$ cat src/rtl/bus_pkg.sv
// Shared definitions for the slave return-line arbiter: FSM state encoding,
// default geometry and the width of a slave index.
package bus_pkg;

  // Default number of slaves sharing the master serial return line.
  localparam int DEFAULT_N_SLAVES = 3;

  // Default number of serial bits carried by one granted frame.
  localparam int DEFAULT_FRAME_BITS = 8;

  // Width of a slave index; covers up to four slaves.
  localparam int SLAVE_ID_W = 2;

  // Arbiter FSM states.
  typedef enum logic [1:0] {
    IDLE    = 2'd0,
    GRANT   = 2'd1,
    XFER    = 2'd2,
    RELEASE = 2'd3
  } arb_state_t;

endpackage

$ cat src/rtl/slave_tx_arbiter_rr_picker.sv
// Round-robin priority picker.
// Combinational: searches req starting at last+1 and wrapping to 0, returning
// the first set index as winner. any is high when at least one request is set.
// The slave that won last time is checked last, so every requester is served
// within N_SLAVES frames.
module rr_priority_picker
  import bus_pkg::*;
#(
  parameter int N_SLAVES = DEFAULT_N_SLAVES
) (
  input  logic [N_SLAVES-1:0]   req,
  input  logic [SLAVE_ID_W-1:0] last,
  output logic [SLAVE_ID_W-1:0] winner,
  output logic                  any
);

  logic [SLAVE_ID_W-1:0] idx;

  // Walk the N_SLAVES candidates in rotated order; the first hit wins.
  always_comb begin
    winner = '0;
    any    = 1'b0;
    idx    = '0;
    for (int k = 1; k <= N_SLAVES; k++) begin
      idx = SLAVE_ID_W'((int'(last) + k) % N_SLAVES);
      if (!any && req[idx]) begin
        winner = idx;
        any    = 1'b1;
      end
    end
  end

endmodule

$ cat src/rtl/slave_tx_arbiter.sv
// Slave transmit arbiter.
// Several slaves share one serial return line to the master. When the master
// is ready, one requesting slave is chosen round-robin, granted, and its
// serial bits are registered onto master_rx_data for FRAME_BITS cycles. The
// arbiter then waits for the slave's done flag before the next frame.
//
// Handshake: a frame starts only in IDLE when master_ready=1 and at least one
// slave_req bit is set. Once started, slave_req and master_ready are ignored
// until the frame is finished; grant (which feeds each slave's master_ready)
// is high for the GRANT cycle and all XFER cycles, and master_valid marks each
// registered bit, one cycle after the bit was sampled from the slave.
//
// Optional build macro ARB_TIMEOUT_EN: adds a RELEASE watchdog. If the winner
// does not raise slave_tx_done within TIMEOUT_CYCLES RELEASE cycles, the FSM is
// forced back to IDLE, round-robin advances past the winner, and timeout_err
// pulses for one cycle. Without the macro RELEASE waits indefinitely and
// timeout_err is tied low.
module slave_tx_arbiter
  import bus_pkg::*;
#(
  parameter int N_SLAVES       = DEFAULT_N_SLAVES,
  parameter int FRAME_BITS     = DEFAULT_FRAME_BITS,
  parameter int TIMEOUT_CYCLES = 16
) (
  input  logic                  clk,
  input  logic                  reset,
  input  logic [N_SLAVES-1:0]   slave_req,
  input  logic [N_SLAVES-1:0]   slave_tx_data,
  input  logic [N_SLAVES-1:0]   slave_tx_done,
  input  logic                  master_ready,
  output logic [N_SLAVES-1:0]   grant,
  output logic                  master_valid,
  output logic                  master_rx_data,
  output logic [SLAVE_ID_W-1:0] master_slave_id,
  output logic                  busy,
  output logic                  timeout_err,
  output arb_state_t            dbg_state
);

  // bit_cnt holds 0..FRAME_BITS-1 plus headroom so it never wraps in a frame.
  localparam int CNT_W = $clog2(FRAME_BITS) + 1;
  localparam logic [CNT_W-1:0] LAST_BIT = CNT_W'(FRAME_BITS - 1);
  // After reset the highest index counts as last winner, so slave 0 goes first.
  localparam logic [SLAVE_ID_W-1:0] RESET_LAST = SLAVE_ID_W'(N_SLAVES - 1);

  arb_state_t            state_q;
  arb_state_t            state_d;
  logic [SLAVE_ID_W-1:0] winner_q;
  logic [SLAVE_ID_W-1:0] winner_d;
  logic [SLAVE_ID_W-1:0] last_q;
  logic [SLAVE_ID_W-1:0] last_d;
  logic [CNT_W-1:0]      bit_cnt_q;
  logic [CNT_W-1:0]      bit_cnt_d;
  logic [SLAVE_ID_W-1:0] pick;
  logic                  pick_any;
  logic                  winner_done;
  logic                  winner_bit;
  logic                  force_release;

  // Round-robin choice among current requesters, relative to last winner.
  rr_priority_picker #(
    .N_SLAVES(N_SLAVES)
  ) u_picker (
    .req    (slave_req),
    .last   (last_q),
    .winner (pick),
    .any    (pick_any)
  );

  assign winner_done = slave_tx_done[winner_q];
  assign winner_bit  = slave_tx_data[winner_q];

`ifdef ARB_TIMEOUT_EN
  localparam int WD_W = $clog2(TIMEOUT_CYCLES) + 1;
  localparam logic [WD_W-1:0] WD_LAST = WD_W'(TIMEOUT_CYCLES - 1);

  logic [WD_W-1:0] wd_q;

  // Watchdog: counts RELEASE cycles spent waiting for the winner's done flag.
  always_ff @(posedge clk or posedge reset) begin
    if (reset) begin
      wd_q <= '0;
    end else if (state_q == RELEASE && !winner_done) begin
      wd_q <= wd_q + 1'b1;
    end else begin
      wd_q <= '0;
    end
  end

  // Fires in the last allowed RELEASE cycle; the FSM leaves RELEASE on the
  // next edge, so the pulse is exactly one cycle wide.
  assign force_release = (state_q == RELEASE) && !winner_done && (wd_q == WD_LAST);
`else
  assign force_release = 1'b0;
`endif

  assign timeout_err = force_release;

  // State, winner, round-robin pointer and bit counter registers.
  always_ff @(posedge clk or posedge reset) begin
    if (reset) begin
      state_q   <= IDLE;
      winner_q  <= '0;
      last_q    <= RESET_LAST;
      bit_cnt_q <= '0;
    end else begin
      state_q   <= state_d;
      winner_q  <= winner_d;
      last_q    <= last_d;
      bit_cnt_q <= bit_cnt_d;
    end
  end

  // Next-state logic: arbitrate in IDLE, then run the frame to completion.
  always_comb begin
    state_d   = state_q;
    winner_d  = winner_q;
    last_d    = last_q;
    bit_cnt_d = bit_cnt_q;
    case (state_q)
      IDLE: begin
        if (master_ready && pick_any) begin
          state_d  = GRANT;
          winner_d = pick;
        end
      end
      GRANT: begin
        state_d   = XFER;
        bit_cnt_d = '0;
      end
      XFER: begin
        // Counter stops at the last bit rather than wrapping.
        if (bit_cnt_q == LAST_BIT) begin
          state_d = RELEASE;
        end else begin
          bit_cnt_d = bit_cnt_q + 1'b1;
        end
      end
      RELEASE: begin
        // A forced release also advances the pointer past the stuck slave.
        if (winner_done || force_release) begin
          state_d = IDLE;
          last_d  = winner_q;
        end
      end
      default: begin
        state_d = IDLE;
      end
    endcase
  end

  // One-hot grant to the winner during GRANT and XFER only.
  always_comb begin
    grant = '0;
    for (int i = 0; i < N_SLAVES; i++) begin
      grant[i] = ((state_q == GRANT) || (state_q == XFER)) &&
                 (winner_q == SLAVE_ID_W'(i));
    end
  end

  // Serial bit register: each XFER cycle captures the winner's bit.
  always_ff @(posedge clk or posedge reset) begin
    if (reset) begin
      master_valid   <= 1'b0;
      master_rx_data <= 1'b0;
    end else begin
      master_valid   <= (state_q == XFER);
      master_rx_data <= (state_q == XFER) ? winner_bit : 1'b0;
    end
  end

  assign busy            = (state_q != IDLE);
  assign master_slave_id = busy ? winner_q : '0;
  assign dbg_state       = state_q;

endmodule

$ cat config.mk
export PLATFORM = sky130hd
export DESIGN_NAME = slave_tx_arbiter
export DESIGN_NICKNAME = d
export VERILOG_FILES = /design/src/rtl/bus_pkg.sv /design/src/rtl/slave_tx_arbiter_rr_picker.sv /design/src/rtl/slave_tx_arbiter.sv
export SDC_FILE = /design/constraint.sdc
export NUM_CORES = 1
export LEC_CHECK = 0
export CAP_MARGIN = 30
export CORE_MARGIN = 1.5
export CORE_UTILIZATION = 47
export DETAILED_ROUTE_END_ITERATION = 8
export PLACE_DENSITY = 0.89
export SLEW_MARGIN = 20
export SYNTH_ARGS = -nofsm -noshare
export SYNTH_HDL_FRONTEND = slang
export SYNTH_SLANG_ARGS = --single-unit
$ cat constraint.sdc
create_clock -name clk -period 2.7 [get_ports clk]
set_input_delay 0.54 -clock clk [delete_from_list [all_inputs] [get_ports clk]]
set_output_delay 0.54 -clock clk [all_outputs]
set_load 0.03 [all_outputs]
==> images/m1.png <==
Supply wires on this layer in gray.
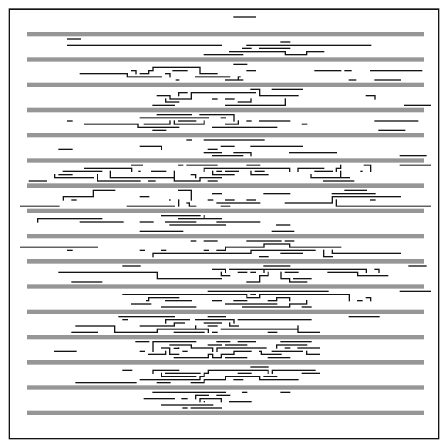
wire length on this layer: 846 um
share of all routed wire: 43%

==> images/m2.png <==
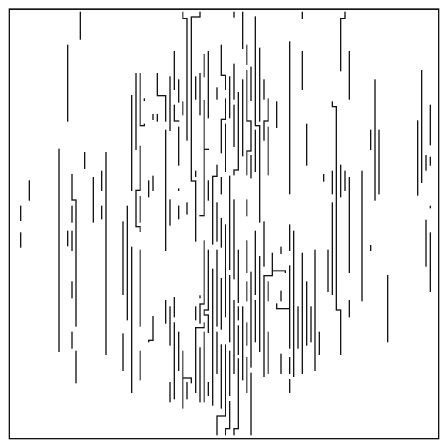
main direction: vertical
nets with wire on the layer: 116
wire length on this layer: 994 um
share of all routed wire: 51%
longest straight run: 21.9 um

==> impl_metrics.py <==
# Generated from Yosys and OpenROAD reports
metrics = {
    "run_status": {
        "outcome": "finished, final reports clean",
    },
    "synthesis": {
        "synth-main-ff-cell": "dfrtp_1",
        "synth_chip_area_sq_um": 874.6,
        "ys_warn_count": 0,
        "ys_seq_share_pct": 34.48,
        "yosys.area.top_type": "dfrtp_1",
        "synth-edff-count": 0,
        "postSynth.asyncResetShare_pct": 100.0,
        "syn-cell-area_sq_um": 874.6,
        "ys_cells": 96,
        "top_cells_by_area": "dfrtp_1 (31%), ha_1 (13%), o21ai_0 (4.6%)",
        "synth_cell_types": 38,
    },
    "critical_path": {
        "cp_cell_sequence": "inv_1, ha_1, nor3b_1, clkdlybuf4s50_1",
        "path_buffers": 2,
        "cp_top_family": "buffers and inverters",
        "startpoint_type": "flop",
        "criticalPathCategory": "reg2out",
        "cp-end-kind": "output port",
        "required_ns": 2.16,
    },
    "finish": {
        "layout.nets": 140,
        "fillers": 143,
        "n_antenna_cell": 0,
        "synthToLayoutAreaGrowth_pct": 29.90,
        "lay_top_cells": "clkdlybuf4s50_1 (21), dfrtp_1 (11), ha_1 (9)",
    },
    "power": {
        "pwr_density_cell_mw_per_mm2": 1326,
        "peakVddDrop_v": 0.0007443,
    },
    "global_routing": {
        "grt_first_pass_wirelength_mm": 3.077,
        "antenna_found_initial": 0,
        "grt.total_usage_pct": 21.15,
        "grt_start_max_net_pins": 13,
    },
    "sta": {
        "relSlewSlack_pct": 60.49,
        "finalCriticalPeriod_ns": 2.530,
        "finalSetupViolCount": 0,
        "clock_skew_ns": 0.004725,
        "tightest_slew_ns": 0.5865,
        "fmax_mhz": 395.3,
    },
    "min_path": {
        "worstHoldPathType": "in2async",
    },
    "drt": {
        "totalWireLength_mm": 1.963,
        "wl_per_cell_um": 13.73,
        "drt-vias-per-instance": 5.441,
        "drcViolationCount": 0,
        "vias": 778,
        "drtIter0Drc": 20,
    },
    "clock_network": {
        "postCtsResizedCells": 0,
        "cts_tree": "done",
        "numCtsBuffers": 3,
        "path_clk_slew_ns": 0.08,
        "postCtsSetupBuffers": 0,
        "htreeDepth": 1,
        "cts-root-buf": "clkbuf_4",
        "cts.sinks": 12,
        "clock_latency_ns": 0.29,
    },
    "floorplan": {
        "die_x_um": 46.14,
        "coreArea_sq_mm": 0.001745,
        "fp-row-count": 15,
        "pin_count": 23,
        "die_height_um": 46.14,
        "fp_util_pct": 50.11,
    },
    "placed_design": {
        "place.gp.congestion": 0.7840,
        "place_area_sq_mm": 0.001100,
    },
    "flow_run": {
        "openroad.warnings": 32,
    },
}
==> images/m3.png <==
Bar = 10 um. Cells faint in the background.
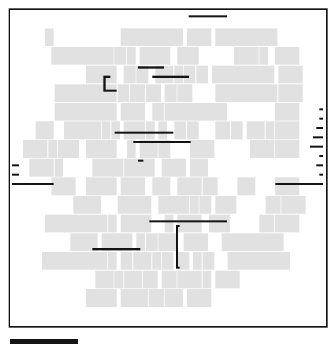
longest straight run: 11.0 um
wire length on this layer: 77.8 um
nets with wire on the layer: 19
share of all routed wire: 4.0%
main direction: horizontal

==> images/gates.png <==
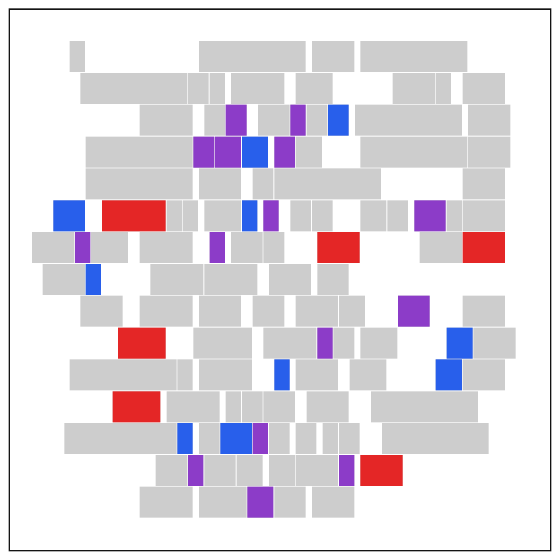
[red] mux cells | cells: 6
[purple] nand cells | cells: 15
[blue] nor cells | cells: 10

-- worst reg2reg max path, stage by stage (launching register included) --
cell,delay [ns]
dfrtp_1,0.40
inv_1,0.08
ha_1,0.37
or2_0,0.24
a32o_2,0.29
o31ai_2,0.22
a21oi_1,0.14
mux2_4,0.31
-- report_power, final --
part	switching (W)	total [W]	internal (W)
registers	0.000103	0.000370	0.000267
logic	0.000527	0.000985	0.000458
clock network	0.0000685	0.000151	0.0000822
-- stage by stage --
step	std cells	hold WS [ns]	util [%]	power (W)	worst slack (ns)
floorplan	96	0.4040	-	0.001064	0.4387
global placement	139	0.5175	63.01	0.001310	0.5206
detailed placement	139	0.5324	63.01	0.001345	0.4881
CTS	143	0.5492	65.09	0.001509	0.1560
global route	143	0.5839	65.09	0.001624	0.02944
finish	143	0.5487	65.09	0.001506	0.1701
-- synth_stat cells (all sizes together) (2+ instances only) --
cell type	instances
o21ai	8
a2bb2oi	2
mux2	3
ha	9
mux2i	3
nor3b	2
nor2b	3
nand2b	2
buf	2
nand3	3
a21oi	6
nand3b	2
dfrtp	11
inv	8
nand2	8
nor2	4
-- kinds of logic (layout without fill, tap and decap cells) --
family	count (synthesis)	in the layout	share of synthesized area (%)
buffers and inverters	11	33	5.293
adders and majority gates	9	9	12.88
other	1	1	0.4288
AOI/OAI and AO/OA	25	25	18.89
DFF	12	12	34.48
muxes	6	6	7.725
and+or+nand+nor	32	32	20.31
-- worst paths after layout --
check | startpoint | to | slack, ns | depth (start not counted)
min in group clk | bit_cnt_q[1] | bit_cnt_q[1] | 0.55 | 2
worst min-delay path | reset | winner_q[1] | 0.55 | 2
worst max register to register | last_q[0] | dbg_state[1] | 0.54 | 7
worst max-delay path | dbg_state[0] | grant[0] | 0.17 | 4
worst min register to register | bit_cnt_q[1] | bit_cnt_q[1] | 0.55 | 2
max in group asynchronous | reset | last_q[1] | 1.81 | 2
-- layout make-up --
cell class	instances	area, sq um	area share [%]
well taps	25	31.28	2.753
repair buffers	21	210.2	18.50
flip-flops and latches	12	301.5	26.54
clock buffers	4	36.28	3.194
inverters	8	30.03	2.643
multi-input cells	73	526.8	46.37
-- flip-flops by register name, indices dropped and copies added, names as in the netlist --
register	cells
master_valid	1
master_rx_data	1
dbg_state	2
winner_q	2
bit_cnt_q	4
last_q	2
-- metal layers --
layer	global-route usage [%]	wire, um	vias up
met2	36.67	994	28
li1	-	-	377
met1	23.43	846	368
met3	5.098	77	5
met4	11.43	44	0
met5	0	0	-
No activity file was given, so power comes from the tool's default toggle rates.
